$ cat config.mk
export PLATFORM = sky130hd
export DESIGN_NAME = alu_dispatch
export DESIGN_NICKNAME = d
export VERILOG_FILES = /design/src/rtl/alu_dispatch.sv
export SDC_FILE = /design/constraint.sdc
export NUM_CORES = 1
export LEC_CHECK = 0
export CORE_ASPECT_RATIO = 0.5
export CORE_MARGIN = 3
export CORE_UTILIZATION = 30
export CTS_BUF_LIST = sky130_fd_sc_hd__clkbuf_2
export CTS_CLUSTER_SIZE = 12
export DETAILED_ROUTE_END_ITERATION = 8
export HOLD_SLACK_MARGIN = 0.05
export PLACE_DENSITY_LB_ADDON = 0.12
export SETUP_SLACK_MARGIN = 0.05
export SLEW_MARGIN = 20
export SYNTH_ARGS = -nofsm -noshare
export SYNTH_HDL_FRONTEND = slang
export SYNTH_SLANG_ARGS = --single-unit
$ cat constraint.sdc
create_clock -name clk -period 3.1 [get_ports clk]
set_input_delay 0.465 -clock clk [delete_from_list [all_inputs] [get_ports clk]]
set_output_delay 0.465 -clock clk [all_outputs]
set_load 0.01 [all_outputs]
$ cat src/rtl/alu_dispatch.sv
// alu_dispatch: execute-stage front end for the existing ALU.
//   Decodes RV32I opcode/funct3/funct7 into the 4-bit AluControl code.
//   Selects ALU operands: a from rs1, pc or zero; b from rs2, imm or shamt.
//   The result is registered behind a 2-entry skid buffer (output register
//   plus one skid register), so in_ready never depends combinationally on
//   out_ready.
// Ports:
//   clk, reset (sync, active-high), flush (drops all buffered entries)
//   in_valid/in_ready      : decode handshake
//   opcode/funct3/funct7   : instruction fields
//   rs1_data/rs2_data/imm/pc : operand sources
//   out_valid/out_ready    : ALU-side handshake
//   alu_control/alu_a/alu_b, slt_en, slt_unsigned, illegal : registered results
// Optional: define ALU_DISPATCH_STATS_EN to add dispatch_count, a 32-bit
//   output-transfer counter that is cleared by reset but not by flush.
module alu_dispatch #(
  parameter int unsigned XLEN = 32
) (
  input  logic            clk,
  input  logic            reset,
  input  logic            flush,
  input  logic            in_valid,
  output logic            in_ready,
  input  logic [6:0]      opcode,
  input  logic [2:0]      funct3,
  input  logic [6:0]      funct7,
  input  logic [XLEN-1:0] rs1_data,
  input  logic [XLEN-1:0] rs2_data,
  input  logic [XLEN-1:0] imm,
  input  logic [XLEN-1:0] pc,
`ifdef ALU_DISPATCH_STATS_EN
  output logic [31:0]     dispatch_count,
`endif
  output logic            out_valid,
  input  logic            out_ready,
  output logic [3:0]      alu_control,
  output logic [XLEN-1:0] alu_a,
  output logic [XLEN-1:0] alu_b,
  output logic            slt_en,
  output logic            slt_unsigned,
  output logic            illegal
);

  localparam logic [3:0] ALU_AND = 4'b0000;
  localparam logic [3:0] ALU_OR  = 4'b0001;
  localparam logic [3:0] ALU_ADD = 4'b0010;
  localparam logic [3:0] ALU_XOR = 4'b0011;
  localparam logic [3:0] ALU_SUB = 4'b0110;
  localparam logic [3:0] ALU_SRL = 4'b0111;
  localparam logic [3:0] ALU_SRA = 4'b1000;
  localparam logic [3:0] ALU_SLL = 4'b1111;

  localparam logic [6:0] OPC_OP     = 7'b0110011;
  localparam logic [6:0] OPC_OPIMM  = 7'b0010011;
  localparam logic [6:0] OPC_LOAD   = 7'b0000011;
  localparam logic [6:0] OPC_STORE  = 7'b0100011;
  localparam logic [6:0] OPC_BRANCH = 7'b1100011;
  localparam logic [6:0] OPC_LUI    = 7'b0110111;
  localparam logic [6:0] OPC_AUIPC  = 7'b0010111;
  localparam logic [6:0] OPC_JAL    = 7'b1101111;
  localparam logic [6:0] OPC_JALR   = 7'b1100111;

  localparam logic [6:0] F7_BASE = 7'b0000000;
  localparam logic [6:0] F7_ALT  = 7'b0100000;

  typedef struct packed {
    logic [3:0]      ctrl;
    logic [XLEN-1:0] a;
    logic [XLEN-1:0] b;
    logic            slt_en;
    logic            slt_u;
    logic            ill;
  } entry_t;

  // Encoding chosen so bit[1] is out_valid and bit[0] is skid_valid; both
  // handshake outputs then come straight from state flops.
  typedef enum logic [1:0] {
    ST_EMPTY = 2'b00,
    ST_ONE   = 2'b10,
    ST_FULL  = 2'b11
  } state_t;

  state_t r_state;
  entry_t r_out;
  entry_t r_skid;
  entry_t w_dec;
  logic   w_is_op;
  logic   w_in_fire;
  logic   w_out_fire;
  logic [XLEN-1:0] w_shamt;

  assign in_ready     = ~r_state[0];
  assign out_valid    = r_state[1];
  assign w_in_fire    = in_valid & in_ready;
  assign w_out_fire   = out_valid & out_ready;
  assign w_is_op      = (opcode == OPC_OP);
  assign w_shamt      = {{(XLEN-5){1'b0}}, imm[4:0]};

  always_comb begin
    w_dec        = '0;
    w_dec.ctrl   = ALU_ADD;
    w_dec.a      = rs1_data;
    w_dec.b      = imm;
    unique case (opcode)
      OPC_OP, OPC_OPIMM: begin
        if (w_is_op) w_dec.b = rs2_data;
        unique case (funct3)
          3'b000: begin
            if (w_is_op && funct7 == F7_ALT) w_dec.ctrl = ALU_SUB;
            else if (w_is_op && funct7 != F7_BASE) w_dec.ill = 1'b1;
          end
          3'b001: begin
            w_dec.ctrl = ALU_SLL;
            if (!w_is_op) w_dec.b = w_shamt;
            if (funct7 != F7_BASE) w_dec.ill = 1'b1;
          end
          3'b101: begin
            if (!w_is_op) w_dec.b = w_shamt;
            if (funct7 == F7_BASE)     w_dec.ctrl = ALU_SRL;
            else if (funct7 == F7_ALT) w_dec.ctrl = ALU_SRA;
            else                       w_dec.ill  = 1'b1;
          end
          default: begin
            unique case (funct3)
              3'b010:  begin w_dec.ctrl = ALU_SUB; w_dec.slt_en = 1'b1; end
              3'b011:  begin
                w_dec.ctrl   = ALU_SUB;
                w_dec.slt_en = 1'b1;
                w_dec.slt_u  = 1'b1;
              end
              3'b100:  w_dec.ctrl = ALU_XOR;
              3'b110:  w_dec.ctrl = ALU_OR;
              default: w_dec.ctrl = ALU_AND;
            endcase
            if (w_is_op && funct7 != F7_BASE) w_dec.ill = 1'b1;
          end
        endcase
      end
      OPC_LOAD, OPC_STORE, OPC_JALR: ;
      OPC_BRANCH: begin
        w_dec.ctrl = ALU_SUB;
        w_dec.b    = rs2_data;
      end
      OPC_LUI:            w_dec.a = '0;
      OPC_AUIPC, OPC_JAL: w_dec.a = pc;
      default:            w_dec.ill = 1'b1;
    endcase
    if (w_dec.ill) begin
      w_dec      = '0;
      w_dec.ctrl = ALU_ADD;
      w_dec.ill  = 1'b1;
    end
  end

  always_ff @(posedge clk) begin
    if (reset) begin
      r_state      <= ST_EMPTY;
      r_out        <= '0;
      r_out.ctrl   <= ALU_ADD;
      r_skid       <= '0;
      r_skid.ctrl  <= ALU_ADD;
    end else if (flush) begin
      r_state <= ST_EMPTY;
    end else begin
      unique case (r_state)
        ST_EMPTY: begin
          if (w_in_fire) begin
            r_out   <= w_dec;
            r_state <= ST_ONE;
          end
        end
        ST_ONE: begin
          if (w_in_fire && w_out_fire) begin
            r_out <= w_dec;
          end else if (w_in_fire) begin
            r_skid  <= w_dec;
            r_state <= ST_FULL;
          end else if (w_out_fire) begin
            r_state <= ST_EMPTY;
          end
        end
        ST_FULL: begin
          if (w_out_fire) begin
            r_out   <= r_skid;
            r_state <= ST_ONE;
          end
        end
        default: r_state <= ST_EMPTY;
      endcase
    end
  end

  assign alu_control  = r_out.ctrl;
  assign alu_a        = r_out.a;
  assign alu_b        = r_out.b;
  assign slt_en       = r_out.slt_en;
  assign slt_unsigned = r_out.slt_u;
  assign illegal      = r_out.ill;

`ifdef ALU_DISPATCH_STATS_EN
  logic [31:0] r_dispatch_count;

  always_ff @(posedge clk) begin
    if (reset)           r_dispatch_count <= '0;
    else if (w_out_fire) r_dispatch_count <= r_dispatch_count + 32'd1;
  end

  assign dispatch_count = r_dispatch_count;
`endif

endmodule

Figure 1. Drive-strength map.
(3 px per um)
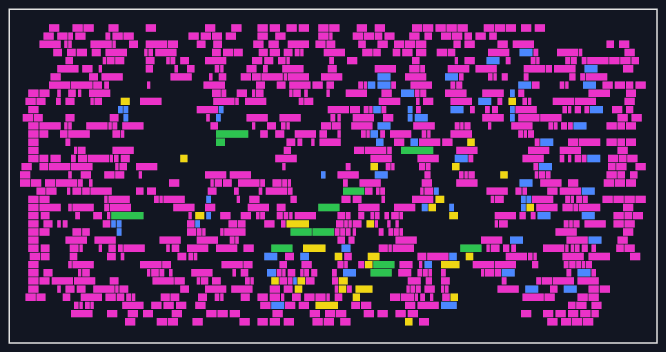
| size | colour | cells |
|---|---|---|
| _0 and _1 cells | magenta | 821 |
| _6 and larger | green | 12 |
| _3 and _4 cells | yellow | 30 |
| _2 cells | blue | 68 |
Design Area, Final: 9379 um^2
Synth-to-Final Area Change: 42.56%
Non-clk bufs: 246
post-route setup slack: 0.6037 ns

Figure 2. Met3 routing.
(3 px per um)
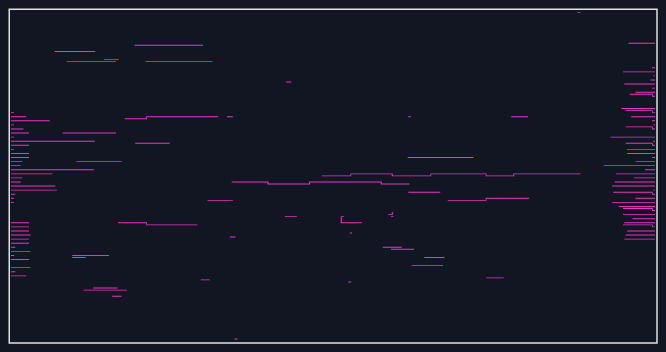
longest straight run: 27.6 um
main direction: horizontal
wire length on this layer: 1050 um
drt total wl: 21.84 mm
met3 Track Usage GR: 0.04381
via count: 6389

Figure 3. Sequential cells grouped by signal name.
(2 px per um) Other sequential cells in the stronger grey, the rest of the logic in the fainter grey.
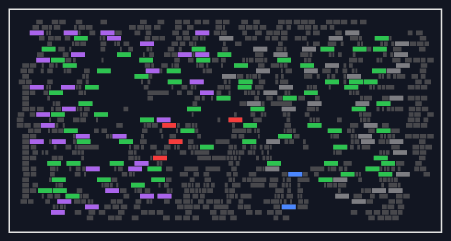
| netlist name | colour | flops |
|---|---|---|
| `r_skid` | green | 71 |
| `r_state` | blue | 2 |
| `alu_control` | red | 4 |
| `alu_a` | purple | 32 |
not coloured: 35
Seq power: 1.94 mW
fraction of area in registers: 0.3074
final core utilization: 0.4462

Figure 4. The clock network.
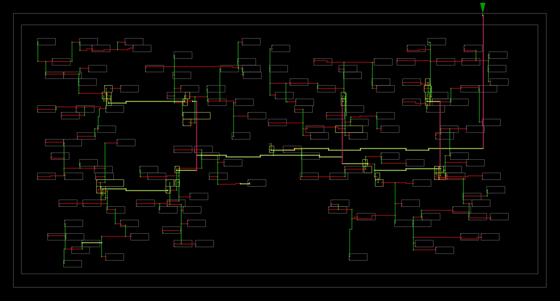
clock sink count: 144
Worst Skew: 0.02826 ns
count of clock buffers in the final design: 19
Clock group: 1.18 mW
clk latency late pin: 0.69 ns

Figure 5. Routed metal per tile.
(2 px per um) The die is cut into 22 by 11 equal tiles; black is low, pale yellow is high, scaled to the fullest tile. Values are wire area over tile area, all layers added.
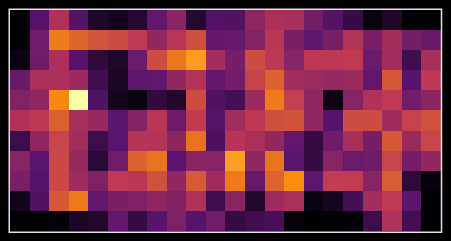
emptiest ninth of the die: bottom right
tiles over half the peak: 22%
fullest tile: 0.41
nearly empty tiles: 5.8%
mean over tiles: 0.14
All-Layer GR Usage: 0.1794
DR WL/cell: 17.83 um

==> impl_metrics.py <==
# Synthesis and PnR figures
metrics = {
    "status": {
        "status": "completed",
    },
    "cts": {
        "path_clk_slew_ns": 0.24,
        "post_cts_buffers": 0,
        "postCtsHoldBufs": 0,
    },
    "power_and_ir_drop": {
        "peakVddDrop_v": 0.0002124,
        "power_mw": 3.836,
    },
    "worst_setup_path": {
        "rrSetupSlack_ns": 0.60,
        "reg2reg_depth": 7,
    },
    "timing": {
        "setup_viol": 0,
        "period_minus_slack_ns": 2.496,
        "hold_violations": 0,
        "max_slew_margin": 0.3927,
        "slew_violations": 0,
    },
    "cells_and_area": {
        "drive_gt1_frac": 0.1182,
    },
    "floorplan": {
        "die_w_um": 215.4,
        "fp.coreArea_um2": 21020,
    },
    "routing": {
        "drtIter0Drc": 289,
        "viasPerCell": 5.216,
    },
    "logic_synthesis": {
        "topCellsByArea": "dfxtp_1, a22oi_1, o22ai_2",
        "ys.flop_type": "dfxtp_1",
        "ys_cells": 725,
        "synth-async-reset-ratio": 0,
    },
    "job": {
        "tool_warnings": 30,
    },
    "place": {
        "placed_area_um2": 9115,
        "dp_slack_ns": 0.1739,
        "placed_cells": 1191,
    },
    "worst_hold_path": {
        "hold_path_class": "in -> reg",
    },
    "global_route": {
        "grt_max_degree": 77,
    },
}
-- worst max-delay path, delay by kind of cell (launching register included) --
kind / cells / cell delay [ns]
AND/OR/NAND/NOR: 4 / 1.46
flip-flops: 1 / 0.42
buffers and inverters: 1 / 0.14
adder cells (fa/ha/maj): 1 / 0.23
AND-OR/OR-AND: 1 / 0.18
-- cell type report --
class	count	area, um^2
clock buffers	19	95.09
inverters	7	26.28
multi-input cells	502	3341
flip-flops and latches	144	2883
fillers	2093	11640
well taps	292	365.4
repair buffers	246	2500
clock inverters	13	163.9
diodes	2	5.005
-- where the power goes --
group,leakage (nW),switching (mW),internal (mW)
clock,0.154,0.718,0.459
sequential,1.17,0.0318,1.91
combinational,2.15,0.332,0.385
total,3.48,1.08,2.75
-- layer usage --
layer	up-vias	part of all wire	wire length, um	track usage
met5	-	0.00060	13	0
met4	2	0.0089	195	0.03870
met3	18	0.048	1052	0.04381
met2	149	0.48	10400	0.3105
met1	3113	0.47	10180	0.2276
li1	3107	-	-	-
-- state kept, by name, indices dropped and copies added, names as in the netlist --
signal and cells:
alu_a 32, alu_b 32, alu_control 4, illegal 1
r_skid 71, r_state 2, slt_en 1, slt_unsigned 1
-- logic make-up after synthesis --
| family | share of synthesized area |
|---|---|
| compound gates | 0.3100 |
| simple gates | 0.1689 |
| flops | 0.4382 |
| buf+inv | 0.06029 |
| mux | 0.009129 |
| fa+ha+maj | 0.009509 |
| xor+xnor | 0.003995 |
-- how the worst max path moves through the flow --
stage                       to       start  slack [ns]
floorplan            alu_b[10]   funct3[0]        0.73
global placement      alu_b[0]   opcode[4]        0.21
detailed placement   alu_b[14]   opcode[4]        0.17
CTS                  r_skid[3]  r_state[0]        0.61
global route        r_skid[66]  r_state[0]        0.46
finish               r_skid[3]  r_state[0]        0.60
No activity file was given, so power comes from the tool's default toggle rates.
